$ cat src/rtl/xtea_pkg.sv
// Shared definitions for the xtea stream feeder: block geometry and control states.
package xtea_pkg;

    localparam int unsigned WORD_W          = 32;
    localparam int unsigned BLOCK_W         = 128;
    localparam int unsigned WORDS_PER_BLOCK = 4;

    typedef enum logic [1:0] {
        StFill,
        StLaunch,
        StWait,
        StDrain
    } state_e;

    // Word 0 is the most significant slice of the block.
    function automatic logic [WORD_W-1:0] block_word(input logic [BLOCK_W-1:0] blk,
                                                     input logic [1:0]         idx);
        logic [WORD_W-1:0] w;
        case (idx)
            2'd0:    w = blk[127:96];
            2'd1:    w = blk[95:64];
            2'd2:    w = blk[63:32];
            default: w = blk[31:0];
        endcase
        return w;
    endfunction

endpackage

$ cat src/rtl/xtea_block_feeder.sv
// Packs 32-bit words into 128-bit xtea blocks with optional CBC chaining,
// launches the core, and unpacks the result back onto the word stream.
module xtea_block_feeder
    import xtea_pkg::*;
#(
    parameter int unsigned TIMEOUT_CYCLES = 1023
) (
    input  logic               clock,
    input  logic               reset,
    input  logic               enc_dec,
    input  logic               cbc_en,
    input  logic [BLOCK_W-1:0] iv,
    input  logic               iv_load,
    input  logic               in_valid,
    input  logic [WORD_W-1:0]  in_data,
    output logic               in_ready,
    output logic               out_valid,
    output logic [WORD_W-1:0]  out_data,
    input  logic               out_ready,
    output logic               core_start,
    output logic               core_enc_dec,
    output logic [BLOCK_W-1:0] core_data_in,
    input  logic               core_ready,
    input  logic               core_busy,
    input  logic [BLOCK_W-1:0] core_data_out,
    output logic               err
);

    localparam int unsigned TimerW = (TIMEOUT_CYCLES > 1) ? $clog2(TIMEOUT_CYCLES) : 1;
    localparam logic [TimerW-1:0] TimerLast = TimerW'(TIMEOUT_CYCLES - 1);

    state_e                      state_q, state_d;
    logic [1:0]                  count_q, count_d;
    logic [BLOCK_W-WORD_W-1:0]   block_q, block_d;
    logic                        enc_q, enc_d;
    logic                        cbc_q, cbc_d;
    logic [BLOCK_W-1:0]          chain_q, chain_d;
    logic [BLOCK_W-1:0]          core_in_q, core_in_d;
    logic [BLOCK_W-1:0]          res_q, res_d;
    logic [1:0]                  idx_q, idx_d;
    logic [TimerW-1:0]           timer_q, timer_d;
    logic                        err_q, err_d;
    logic [BLOCK_W-1:0]          full_block;

    // Busy is status only; control relies solely on core_ready.
    logic unused_core_busy;
    assign unused_core_busy = core_busy;

    assign full_block   = {block_q, in_data};
    assign core_enc_dec = enc_q;
    assign core_data_in = core_in_q;
    assign err          = err_q;

    always_comb begin
        state_d    = state_q;
        count_d    = count_q;
        block_d    = block_q;
        enc_d      = enc_q;
        cbc_d      = cbc_q;
        chain_d    = chain_q;
        core_in_d  = core_in_q;
        res_d      = res_q;
        idx_d      = idx_q;
        timer_d    = timer_q;
        err_d      = err_q;
        in_ready   = 1'b0;
        out_valid  = 1'b0;
        out_data   = '0;
        core_start = 1'b0;

        unique case (state_q)
            StFill: begin
                in_ready = 1'b1;
                if (count_q == 2'd0 && iv_load) begin
                    chain_d = iv;
                end
                if (in_valid) begin
                    count_d = count_q + 2'd1;
                    case (count_q)
                        2'd0: begin
                            block_d[95:64] = in_data;
                            enc_d          = enc_dec;
                            cbc_d          = cbc_en;
                        end
                        2'd1: block_d[63:32] = in_data;
                        2'd2: block_d[31:0]  = in_data;
                        default: begin
                            core_in_d = (enc_q && cbc_q) ? (full_block ^ chain_q) : full_block;
                            state_d   = StLaunch;
                        end
                    endcase
                end
            end

            StLaunch: begin
                core_start = 1'b1;
                timer_d    = '0;
                state_d    = StWait;
            end

            StWait: begin
                if (core_ready) begin
                    if (cbc_q && enc_q) begin
                        res_d   = core_data_out;
                        chain_d = core_data_out;
                    end else if (cbc_q) begin
                        // Next block chains on the ciphertext we just fed in.
                        res_d   = core_data_out ^ chain_q;
                        chain_d = core_in_q;
                    end else begin
                        res_d = core_data_out;
                    end
                    idx_d   = 2'd0;
                    state_d = StDrain;
                end else if (TIMEOUT_CYCLES != 0 && timer_q == TimerLast) begin
                    err_d   = 1'b1;
                    count_d = 2'd0;
                    state_d = StFill;
                end else begin
                    timer_d = timer_q + 1'b1;
                end
            end

            StDrain: begin
                out_valid = 1'b1;
                out_data  = block_word(res_q, idx_q);
                if (out_ready) begin
                    idx_d = idx_q + 2'd1;
                    if (idx_q == 2'd3) begin
                        count_d = 2'd0;
                        state_d = StFill;
                    end
                end
            end

            default: state_d = StFill;
        endcase
    end

    always_ff @(posedge clock) begin
        if (reset) begin
            state_q   <= StFill;
            count_q   <= 2'd0;
            block_q   <= '0;
            enc_q     <= 1'b1;
            cbc_q     <= 1'b0;
            chain_q   <= '0;
            core_in_q <= '0;
            res_q     <= '0;
            idx_q     <= 2'd0;
            timer_q   <= '0;
            err_q     <= 1'b0;
        end else begin
            state_q   <= state_d;
            count_q   <= count_d;
            block_q   <= block_d;
            enc_q     <= enc_d;
            cbc_q     <= cbc_d;
            chain_q   <= chain_d;
            core_in_q <= core_in_d;
            res_q     <= res_d;
            idx_q     <= idx_d;
            timer_q   <= timer_d;
            err_q     <= err_d;
        end
    end

endmodule

$ cat config.mk
export PLATFORM = sky130hd
export DESIGN_NAME = xtea_block_feeder
export DESIGN_NICKNAME = d
export VERILOG_FILES = /design/src/rtl/xtea_pkg.sv /design/src/rtl/xtea_block_feeder.sv
export SDC_FILE = /design/constraint.sdc
export NUM_CORES = 1
export LEC_CHECK = 0
export ABC_CLOCK_PERIOD_IN_PS = 2110
export CORE_ASPECT_RATIO = 0.6
export CORE_UTILIZATION = 50
export CTS_CLUSTER_SIZE = 30
export DETAILED_ROUTE_END_ITERATION = 16
export PLACE_DENSITY = 0.77
export RECOVER_POWER = 100
export SLEW_MARGIN = 10
export SYNTH_ARGS = -nofsm -noshare
export SYNTH_HDL_FRONTEND = slang
export SYNTH_SLANG_ARGS = --single-unit
$ cat constraint.sdc
create_clock -name clock -period 2.11 [get_ports clock]
set_clock_uncertainty 0.05 [all_clocks]
set_input_delay 0.3165 -clock clock [delete_from_list [all_inputs] [get_ports clock]]
set_output_delay 0.3165 -clock clock [all_outputs]
set_load 0.05 [all_outputs]
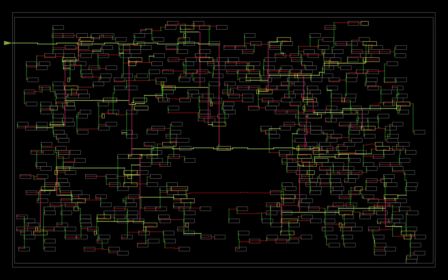
Figure 1: run 1, clock nets.
cts bufs inserted: 46
CTS Sinks: 499
clkbuf count: 68
flop count: 499
P_clk: 8.57 mW

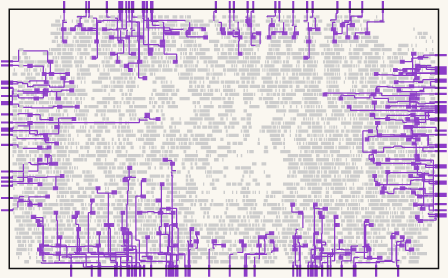
Figure 2: run 1, port wiring.
(1.5 px per micron)
port	colour	bits	direction	edge	end cells	buffers	wire
core_data_out	purple	128	input	46 south, 32 east, 30 north, 20 west	256	128	5640 microns

==> out/metrics.cfg, run 1 <==
[outcome]
status = finished, violations left
failed_checks = negative setup slack

[placement]
dpl-instance-area_sq_um = 30600
dp_slack_ps = -110
dpl.cell_count = 3849

[critical_path]
timing.rr.start = state_q[0]$_SDFFE_PP0P_
worstPathMaxFanout = 22
crit_end = out_data[10]
critPathMostFrequentCell = buf_12
critical_path.startpoint = idx_q[1]$_SDFFE_PP0P_
critical-path-max-stage-delay_ps = 450
cp_num_buf_inv = 3
arrival_ps = 2300

[run]
drv_cap = 0
warning_count = 42

[clock_network]
path_clk_slew_ps = 70
cts_tree = done
hold_buffers = 0
clockBufferDepth = 3
cts_resized = 111

[finish]
final_cell_mix = 593 x nand2_1, 496 x dfxtp_1, 294 x clkdlybuf4s50_1, 293 x nor2_1, 256 x xor2_1
area_delta_synth_final_pct = 32.7
biggestCellCategory = logic gates
fillCellCount = 3748
drive_above_1_share = 0.139
finalNonFillerCells = 3944
n_all_inverters = 7
finish.instance_area_sq_um = 31900
logic_area_sq_um = 13000
comb_share = 0.407
diodes = 3
layout.nets = 3582

[synthesis]
flop_cell = dfxtp_1
synth-async-reset-ratio = 0
ys_cells = 2819
synthCells = 2819
fp_nets = 3126
aoi_share = 0.224
yosys-top-cells-count = 594 x nand2_1, 499 x dfxtp_1, 329 x nor2_1
syn-cell-area_sq_um = 24100
netlist_logic_family_top = AND-OR/OR-AND gates
fa_ha_area_frac = 0.00520
top_cell_area_share = 0.415
synth_warnings = 0
largest_area_cell = dfxtp_1
area_leaders = dfxtp_1 42%, xor2_1 9.3%, nand2_1 9.3%, mux2i_1 5.5%, a211oi_2 5.2%
mux_area_frac = 0.0549
ys_sh_simple = 0.155

[power]
maxPowerGroup = registers
p_seq_mw = 10.1
peakVddDrop_mv = 0.647
p_clk_frac = 0.393

[route]
drc_errors = 0
wl_per_cell_microns = 24.1
first_pass_iters = 12
drtIter0Drc = 2731
wl_microns = 95200
dr_wl_met3_microns = 9730
highest_layer = met5

[final_timing]
max-slew-margin-rel = 0.501
report.final.slew_viol_count = 0
finalSetupViolCount = 245
rsz0062_at_grt = yes
worst_slack_ps = -559

[floorplan]
boundaryPins = 462
num_rows = 61
fp.dieH_microns = 172

[grt]
grt_pass1_wl_microns = 139000
grtUsageMet1 = 0.534
use_met2 = 0.567
antenna_found_initial = 6
track_usage = 0.375
grt_pass1_vias = 21800

[min_path]
worst_hold_path.endpoint = core_data_in[9]$_SDFFE_PP0P_
min_path_cells = 2
hp-class = in -> reg

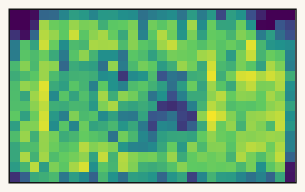
Figure 3: run 1, placement density heat map.
(1 px per micron) The die is cut into 29 by 17 equal tiles; dark purple is low, yellow is high, 0 to 100% covered.
densest ninth of the die	east
nearly empty tiles	1.8%
fullest tile	99%
tiles over 75% full	36%
mean over tiles	64%
Final Core Density: 0.681
Core Region: 46900 sq um
Pre-Place Util: 0.513

Figure 4. Register map, names as in the netlist (run 1).
(1.5 px per micron) Other sequential cells in the stronger grey, the rest of the logic in the fainter grey.
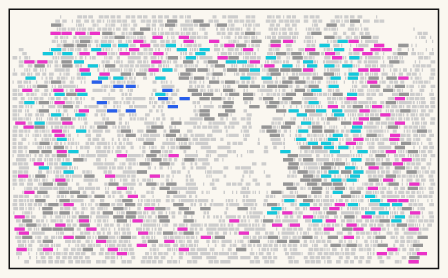

==> run 1 -> run 2 <==
--- a/config.mk
+++ b/config.mk
@@ -7,10 +7,10 @@
 export LEC_CHECK = 0
 export ABC_CLOCK_PERIOD_IN_PS = 2110
 export CORE_ASPECT_RATIO = 0.6
-export CORE_UTILIZATION = 50
+export CORE_UTILIZATION = 30
 export CTS_CLUSTER_SIZE = 30
 export DETAILED_ROUTE_END_ITERATION = 16
-export PLACE_DENSITY = 0.77
+export GPL_TIMING_DRIVEN = 1
 export RECOVER_POWER = 100
 export SLEW_MARGIN = 10
 export SYNTH_ARGS = -nofsm -noshare
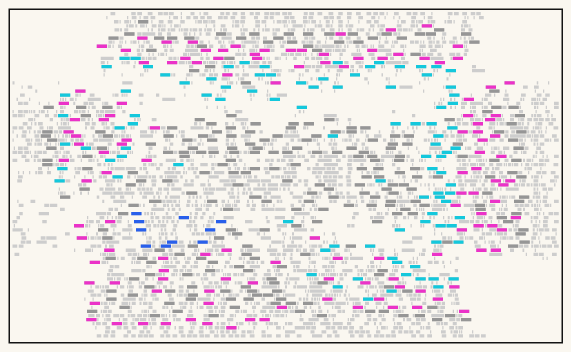
Figure 5: run 2, register map, names as in the netlist.
(1.5 px per micron) Other sequential cells in the stronger grey, the rest of the logic in the fainter grey.
netlist name	colour	flops
block_q	cyan	96
core_data_in	magenta	128
timer_q	blue	10
fraction of area in registers: 0.302
power in sequential cells: 10.1 mW

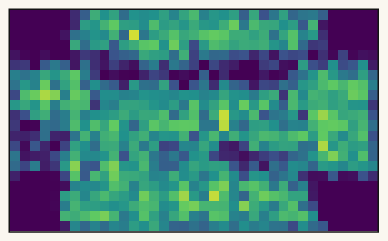
Figure 6: run 2, placement density heat map.
(1 px per micron) The die is cut into 37 by 22 equal tiles; dark purple is low, yellow is high, 0 to 100% covered.
mean over tiles	39%
nearly empty tiles	16%
tiles over 75% full	3.9%
fullest tile	93%

==> out/metrics.cfg, run 2 <==
[clock_network]
cts_resized = 83
cts_tree = done
numCtsBuffers = 51
clockBufferDepth = 3
path_clk_slew_ps = 70
hold_buffers = 1
cts_sinks = 499

[placement]
io_buffers = 460
dp_slack_ps = -164
dpl.cell_count = 4335
globalplace.congestion = 0.983
dpl-instance-area_sq_um = 31600

[synthesis]
synthCells = 2819
netlist_logic_family_top = AND-OR/OR-AND gates
synth_warnings = 0
area_leaders = dfxtp_1 42%, xor2_1 9.3%, nand2_1 9.3%, mux2i_1 5.5%, a211oi_2 5.2%
fp_nets = 3126
ys_area_sq_um = 24100
synth-async-reset-ratio = 0
mux_area_frac = 0.0549
yosys-top-cells-count = 594 x nand2_1, 499 x dfxtp_1, 329 x nor2_1
top_cell_area_share = 0.415
ys_sh_simple = 0.155
flop_cell = dfxtp_1
fa_ha_area_frac = 0.00520
ys_cells = 2819
syn-cell-area_sq_um = 24100
aoi_share = 0.224
largest_area_cell = dfxtp_1
edf_count = 0
numSynthFlops = 499

[critical_path]
crit_chain = buf_6 > ha_4 > buf_12 > a222oi_1 > buf_4 > nor2_2 > a21oi_2 > nor2_2 > buf_12
timing.rr.start = cbc_q$_SDFFE_PP0P_
crit_end = out_data[22]
cp_top_family = buffers and inverters
crit_type = reg -> out
critical-path-max-stage-delay_ps = 490
arrival_ps = 2480
cp_num_buf_inv = 4
r2r_setup_slack_ps = -250
worstPathMaxFanout = 8
crit_required_ps = 1740
critical_path.startpoint = idx_q[0]$_SDFFE_PP0P_

[floorplan]
fp_util = 0.303
core_sq_um = 79400
fp.dieH_microns = 221
num_rows = 80
boundaryPins = 462

[final_timing]
max-slew-margin-rel = 0.351
rsz0062_at_grt = yes
finalSetupViolCount = 164
worst_slack_ps = -738
holdWs_ps = 260
report.final.slew_viol_count = 0
fin_setup_tns_ps = -32790

[power]
peakVddDrop_mv = 0.497
p_clk_mw = 9.71
power_frac_comb = 0.141
p_seq_frac = 0.438
pg_comb_mw = 3.24
report.power.total_mw = 23.1
p_leak_nw = 11.6
p_sw_mw = 6.28
p_int_mw = 16.8
p_clk_frac = 0.421
maxPowerGroup = registers

[finish]
drive_above_1_share = 0.160
signal_buffers = 703
diodes = 4
layout.nets = 3640
n_all_inverters = 7
logic_area_sq_um = 13100
comb_share = 0.394
buf_share = 0.211
final_cell_mix = 593 x nand2_1, 495 x dfxtp_1, 294 x clkdlybuf4s50_1, 285 x nor2_1, 256 x xor2_1
area_delta_synth_final_pct = 37.8
comb_cells = 2071
n_clock_buffer = 71
biggestCellCategory = logic gates
flops = 499
fillCellCount = 7890
finish.instance_area_sq_um = 33200
fin_util = 0.418
regArea_sq_um = 10000
finalNonFillerCells = 4442

[grt]
grtUsageMet1 = 0.358
track_usage = 0.245
grt_pass1_wl_microns = 147000
top_usage_layer = met1
antenna_found_initial = 9
grt_pass1_vias = 20700
use_met2 = 0.352

[min_path]
worst_hold_path.endpoint = core_enc_dec$_SDFFE_PP1P_
min_path_cells = 3
hp-class = in -> reg

[outcome]
status = finished, violations left
failed_checks = negative setup slack

[route]
wl_microns = 103000
wl_per_cell_microns = 23.3
highest_layer = met5
drc_errors = 0
met1_length_microns = 48400
vias = 22500
drtIter0Drc = 2266
dr_wl_met3_microns = 10400
first_pass_iters = 9

[run]
warning_count = 39
drv_cap = 0

No activity file was given, so power comes from the tool's default toggle rates.
